==> config.mk <==
export PLATFORM = sky130hd
export DESIGN_NAME = reorder_buffer
export DESIGN_NICKNAME = d
export VERILOG_FILES = /design/src/rtl/reorder_buffer.sv
export SDC_FILE = /design/constraint.sdc
export NUM_CORES = 2
export LEC_CHECK = 0
export CAP_MARGIN = 20
export CORE_UTILIZATION = 40
export DETAILED_ROUTE_END_ITERATION = 10
export PLACE_DENSITY = 0.62
export SLEW_MARGIN = 20
export SYNTH_ARGS = -nofsm -noshare
export SYNTH_HDL_FRONTEND = slang
export SYNTH_SLANG_ARGS = --single-unit
export TNS_END_PERCENT = 100
==> constraint.sdc <==
create_clock -name in_clk -period 78.3 [get_ports in_clk]
set_input_delay 15.66 -clock in_clk [delete_from_list [all_inputs] [get_ports in_clk]]
set_output_delay 15.66 -clock in_clk [all_outputs]
set_load 0.05 [all_outputs]
==> src/rtl/reorder_buffer.sv <==
// In-order retirement buffer: allocates tags at issue, captures CDB results, retires in order
// and raises a flush when a mispredicted control-flow instruction reaches the head.
module reorder_buffer #(
  parameter int unsigned ROB_SIZE = 16,
  parameter int unsigned ROB_W    = 4,
  parameter int unsigned DATA_W   = 32,
  parameter int unsigned REG_W    = 5
) (
  input  logic              in_clk,
  input  logic              in_rst,
  input  logic              in_rdy,
  input  logic              in_decoder_issue_enable,
  input  logic [REG_W-1:0]  in_decoder_rd,
  input  logic              in_decoder_is_store,
  output logic [ROB_W-1:0]  out_decoder_reorder,
  output logic              out_rob_full,
  input  logic [ROB_W-1:0]  in_decoder_rs_reorder,
  input  logic [ROB_W-1:0]  in_decoder_rt_reorder,
  output logic              out_decoder_rs_ready,
  output logic              out_decoder_rt_ready,
  output logic [DATA_W-1:0] out_decoder_rs_value,
  output logic [DATA_W-1:0] out_decoder_rt_value,
  input  logic              in_cdb_enable,
  input  logic [ROB_W-1:0]  in_cdb_reorder,
  input  logic [DATA_W-1:0] in_cdb_value,
  input  logic              in_cdb_mispredict,
  input  logic [DATA_W-1:0] in_cdb_target_pc,
  output logic              out_reg_commit_enable,
  output logic [REG_W-1:0]  out_reg_rd_addr,
  output logic [DATA_W-1:0] out_reg_rd_value,
  output logic [ROB_W-1:0]  out_reg_reorder,
  output logic              out_lsb_store_commit_enable,
  output logic [ROB_W-1:0]  out_lsb_store_reorder,
  output logic              out_flush_enable,
  output logic [DATA_W-1:0] out_flush_pc
);

  localparam logic [ROB_W-1:0] FirstTag = ROB_W'(1);
  localparam logic [ROB_W-1:0] LastTag  = ROB_W'(ROB_SIZE - 1);

  logic [ROB_SIZE-1:0] busy_q, busy_d;
  logic [ROB_SIZE-1:0] ready_q, ready_d;
  logic [ROB_SIZE-1:0] is_store_q, is_store_d;
  logic [ROB_SIZE-1:0] mispredict_q, mispredict_d;
  logic [REG_W-1:0]    rd_q [ROB_SIZE];
  logic [REG_W-1:0]    rd_d [ROB_SIZE];
  logic [DATA_W-1:0]   value_q [ROB_SIZE];
  logic [DATA_W-1:0]   value_d [ROB_SIZE];
  logic [DATA_W-1:0]   target_pc_q [ROB_SIZE];
  logic [DATA_W-1:0]   target_pc_d [ROB_SIZE];

  logic [ROB_W-1:0] head_q, head_d, tail_q, tail_d, count_q, count_d;

  logic              commit_en_q, commit_en_d;
  logic [REG_W-1:0]  commit_rd_q, commit_rd_d;
  logic [DATA_W-1:0] commit_value_q, commit_value_d;
  logic [ROB_W-1:0]  commit_tag_q, commit_tag_d;
  logic              store_en_q, store_en_d;
  logic [ROB_W-1:0]  store_tag_q, store_tag_d;
  logic              flush_en_q, flush_en_d;
  logic [DATA_W-1:0] flush_pc_q, flush_pc_d;

  logic full, retire, flush, alloc, capture;

  // Tag 0 is the null tag, so pointers wrap from the last slot back to 1.
  function automatic logic [ROB_W-1:0] next_ptr(input logic [ROB_W-1:0] p);
    return (p == LastTag) ? FirstTag : p + FirstTag;
  endfunction

  always_comb begin
    full    = (count_q == LastTag);
    retire  = in_rdy && busy_q[head_q] && ready_q[head_q];
    flush   = retire && mispredict_q[head_q];
    alloc   = in_rdy && in_decoder_issue_enable && !full && !flush;
    capture = in_rdy && in_cdb_enable && busy_q[in_cdb_reorder] && !flush;
  end

  always_comb begin
    busy_d       = busy_q;
    ready_d      = ready_q;
    is_store_d   = is_store_q;
    mispredict_d = mispredict_q;
    rd_d         = rd_q;
    value_d      = value_q;
    target_pc_d  = target_pc_q;
    head_d       = head_q;
    tail_d       = tail_q;
    count_d      = count_q + ROB_W'(alloc) - ROB_W'(retire);

    commit_en_d    = retire;
    commit_rd_d    = commit_rd_q;
    commit_value_d = commit_value_q;
    commit_tag_d   = commit_tag_q;
    store_en_d     = retire && is_store_q[head_q];
    store_tag_d    = store_tag_q;
    flush_en_d     = flush;
    flush_pc_d     = flush_pc_q;

    if (capture) begin
      ready_d[in_cdb_reorder]      = 1'b1;
      value_d[in_cdb_reorder]      = in_cdb_value;
      mispredict_d[in_cdb_reorder] = in_cdb_mispredict;
      target_pc_d[in_cdb_reorder]  = in_cdb_target_pc;
    end

    if (alloc) begin
      busy_d[tail_q]       = 1'b1;
      ready_d[tail_q]      = 1'b0;
      mispredict_d[tail_q] = 1'b0;
      is_store_d[tail_q]   = in_decoder_is_store;
      rd_d[tail_q]         = in_decoder_rd;
      tail_d               = next_ptr(tail_q);
    end

    if (retire) begin
      commit_rd_d          = rd_q[head_q];
      commit_value_d       = value_q[head_q];
      commit_tag_d         = head_q;
      busy_d[head_q]       = 1'b0;
      ready_d[head_q]      = 1'b0;
      mispredict_d[head_q] = 1'b0;
      head_d               = next_ptr(head_q);
      if (is_store_q[head_q]) begin
        store_tag_d = head_q;
      end
    end

    // A mispredict at the head wipes every speculative entry, including this cycle's updates.
    if (flush) begin
      flush_pc_d   = target_pc_q[head_q];
      busy_d       = '0;
      ready_d      = '0;
      mispredict_d = '0;
      head_d       = FirstTag;
      tail_d       = FirstTag;
      count_d      = '0;
    end
  end

  always_ff @(posedge in_clk or posedge in_rst) begin
    if (in_rst) begin
      busy_q         <= '0;
      ready_q        <= '0;
      is_store_q     <= '0;
      mispredict_q   <= '0;
      for (int i = 0; i < ROB_SIZE; i++) begin
        rd_q[i]        <= '0;
        value_q[i]     <= '0;
        target_pc_q[i] <= '0;
      end
      head_q         <= FirstTag;
      tail_q         <= FirstTag;
      count_q        <= '0;
      commit_en_q    <= 1'b0;
      commit_rd_q    <= '0;
      commit_value_q <= '0;
      commit_tag_q   <= '0;
      store_en_q     <= 1'b0;
      store_tag_q    <= '0;
      flush_en_q     <= 1'b0;
      flush_pc_q     <= '0;
    end else begin
      busy_q         <= busy_d;
      ready_q        <= ready_d;
      is_store_q     <= is_store_d;
      mispredict_q   <= mispredict_d;
      rd_q           <= rd_d;
      value_q        <= value_d;
      target_pc_q    <= target_pc_d;
      head_q         <= head_d;
      tail_q         <= tail_d;
      count_q        <= count_d;
      commit_en_q    <= commit_en_d;
      commit_rd_q    <= commit_rd_d;
      commit_value_q <= commit_value_d;
      commit_tag_q   <= commit_tag_d;
      store_en_q     <= store_en_d;
      store_tag_q    <= store_tag_d;
      flush_en_q     <= flush_en_d;
      flush_pc_q     <= flush_pc_d;
    end
  end

  // Operand lookup: the live CDB broadcast wins over the stored value.
  always_comb begin
    out_decoder_rs_ready = 1'b0;
    out_decoder_rs_value = '0;
    if (in_decoder_rs_reorder != '0) begin
      if (in_cdb_enable && (in_cdb_reorder == in_decoder_rs_reorder)) begin
        out_decoder_rs_ready = 1'b1;
        out_decoder_rs_value = in_cdb_value;
      end else if (ready_q[in_decoder_rs_reorder]) begin
        out_decoder_rs_ready = 1'b1;
        out_decoder_rs_value = value_q[in_decoder_rs_reorder];
      end
    end
  end

  always_comb begin
    out_decoder_rt_ready = 1'b0;
    out_decoder_rt_value = '0;
    if (in_decoder_rt_reorder != '0) begin
      if (in_cdb_enable && (in_cdb_reorder == in_decoder_rt_reorder)) begin
        out_decoder_rt_ready = 1'b1;
        out_decoder_rt_value = in_cdb_value;
      end else if (ready_q[in_decoder_rt_reorder]) begin
        out_decoder_rt_ready = 1'b1;
        out_decoder_rt_value = value_q[in_decoder_rt_reorder];
      end
    end
  end

  assign out_decoder_reorder         = tail_q;
  assign out_rob_full                = full;
  assign out_reg_commit_enable       = commit_en_q;
  assign out_reg_rd_addr             = commit_rd_q;
  assign out_reg_rd_value            = commit_value_q;
  assign out_reg_reorder             = commit_tag_q;
  assign out_lsb_store_commit_enable = store_en_q;
  assign out_lsb_store_reorder       = store_tag_q;
  assign out_flush_enable            = flush_en_q;
  assign out_flush_pc                = flush_pc_q;

endmodule

==> images/port_nets.png <==
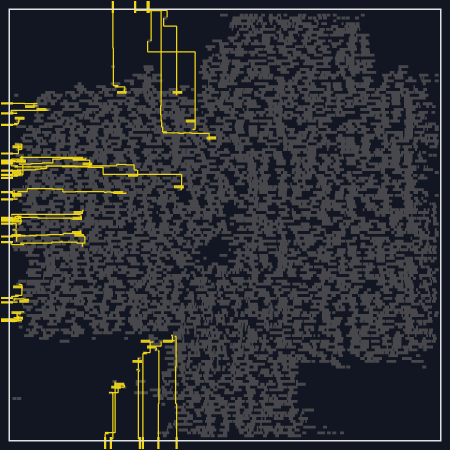
port	colour	bits	direction	edge	end cells	wire
out_flush_pc	yellow	32	output	22 left, 6 bottom, 4 top	32	2,420 um

==> results.py <==
# Flow results
metrics = {
    "status": {
        "status": "completed",
    },
    "clock_network": {
        "cts_tree": "done",
        "clock_tree.root_cell": "clkbuf_16",
        "max-clock-path-buffers": 3,
        "post_cts_buffers": 0,
        "cts.repair.resized": 0,
        "clock_latency_ns": 0.79,
        "numCtsBuffers": 147,
    },
    "worst_setup_path": {
        "arrival_ns": 19.93,
        "cp-end-kind": "output port",
        "required_ns": 62.64,
        "path_max_fanout": 43,
        "start_kind": "input pin",
        "r2r-start": "head_q[0]",
        "crit_end": "out_decoder_rs_value[3]",
    },
    "job": {
        "max_cap_viol_count": 0,
        "tool_warnings": 48,
    },
    "floorplan": {
        "num_rows": 148,
        "dieArea_um2": 167000,
        "n_tap_cell": 2175,
        "fp_util_pct": 40.5,
        "fp.dieW_um": 409,
    },
    "finish": {
        "lay_top_count": "dfrtp_1",
        "fill_cells": 14300,
        "ff_count": 1260,
        "comb_cells": 2445,
        "ff_latch_area_um2": 31500,
        "finalInstanceArea_um2": 74900,
        "inverters": 34,
        "fin_cells": 6502,
        "buf_share_pct": 4.23,
        "final-clk-cell-share_pct": 6.43,
        "final_layout_size_suffix_gt1_share_pct": 49.6,
    },
    "route": {
        "wire_per_inst_um": 29.1,
        "viasPerCell": 6.12,
        "ant_nets": 0,
        "drt-pass1-iter-count": 5,
    },
    "grt": {
        "grt_pass1_wl_um": 287000,
        "grtUsageMet1_pct": 32.1,
        "top_usage_layer": "met2",
        "grt_max_degree": 187,
        "grt_use_total_pct": 23.0,
    },
    "yosys": {
        "numSynthFlops": 1260,
        "synth_top_cell_by_area": "dfrtp_1",
        "syn-num-nets": 4239,
        "yosysWarnings": 0,
        "ys_seq_share_pct": 47.6,
        "synth.avg_cell_area_um2": 16.0,
        "netlist_area_um2": 66200,
        "synthArstFlopShare_pct": 100,
        "ys.flop_type": "dfrtp_1",
        "yosys_area_um2": 66200,
    },
    "placement": {
        "io_buffer_count": 238,
        "pre_cts_ws_ns": 42.66,
        "routabilityCongestion": 0.831,
        "place_area_um2": 70000,
        "dp_hpwl_um": 108000,
    },
    "timing": {
        "worstMarginPinSlew_ns": 1.17,
        "fin_tns_setup_ns": 0,
        "setup_ws_ns": 42.71,
        "finalMaxSlewViolations": 0,
        "finalSetupViolations": 0,
        "finalClockSkew_ns": 0.0324,
    },
    "power": {
        "switching_share_pct": 32.8,
        "power_frac_seq_pct": 39.3,
        "power_mw": 2.59,
        "power_frac_comb_pct": 34.3,
        "ir_worst_vdd_mv": 0.0236,
        "internal-power_mw": 1.74,
        "p_leak_nw": 32.2,
    },
    "hold_path": {
        "worstHoldStart": "out_reg_rd_value[13]",
    },
}
==> images/cell_classes.png <==
Fill, decap, tap and diode cells in grey.
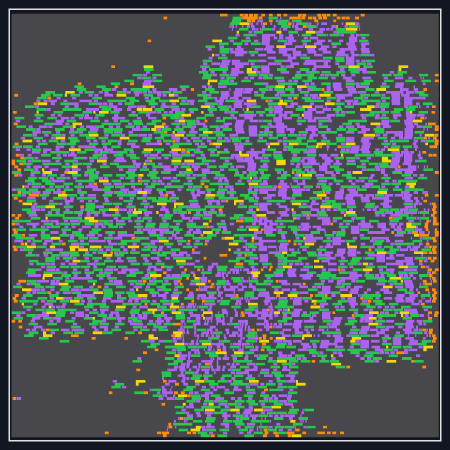
class	colour	cells	share of their area
clock drivers and dummy loads	yellow	257	6.7%
flip-flops	green	1,260	44%
other buffers and delay cells	orange	329	4.4%
all other logic	purple	2,479	45%
sequential fraction of total cell area: 42.1%
core area: 164,000 um2

-- flip-flops by register name, indices dropped and copies added, names as in the netlist --
signal,count
head_q,4
rd_q,80
out_decoder_reorder,4
count_q,4
out_reg_rd_value,32
out_flush_pc,32
busy_q,16
value_q,512
target_pc_q,512
out_lsb_store_commit_enable,1
out_reg_rd_addr,5
is_store_q,16
out_lsb_store_reorder,4
out_flush_enable,1
out_reg_commit_enable,1
mispredict_q,16
out_reg_reorder,4
ready_q,16
-- critical path, stage by stage --
cell             delay, ns
buf_8                 0.26
buf_4                 0.77
buf_4                 0.74
mux4_2                0.60
mux4_2                0.47
mux2i_1               0.47
nor3_1                0.12
clkdlybuf4s50_1       0.74
-- metal layers --
| metal | routed length (um) | share of wire, % |
|---|---|---|
| met5 | 115 | 0.061 |
| met4 | 4500 | 2.4 |
| met3 | 12000 | 6.4 |
| met2 | 91100 | 48 |
| met1 | 81500 | 43 |
-- kinds of logic (layout without fill, tap and decap cells) --
family          Yosys count  in the layout  synth area share (%)
compound gates          178            178                  1.99
xor+xnor                 11             11                 0.146
fa+ha+maj                14             14                 0.276
buf+inv                 432            620                  3.42
flops                  1260           1260                  47.6
mux                    1926           1926                  44.3
other cells               0              2                     0
simple gates            316            316                  2.17
-- power by group through the flow --
| stage | Clock (mW) | Combinational [mW] | Sequential [mW] |
|---|---|---|---|
| after floorplan | 0 | 0.660 | 1.01 |
| after global placement | 0 | 0.882 | 1.01 |
| after detailed placement | 0 | 0.893 | 1.02 |
| after CTS | 0.701 | 0.896 | 1.01 |
| after global routing | 0.726 | 0.945 | 1.05 |
| final | 0.686 | 0.888 | 1.02 |
Power and IR drop assume default switching activity.
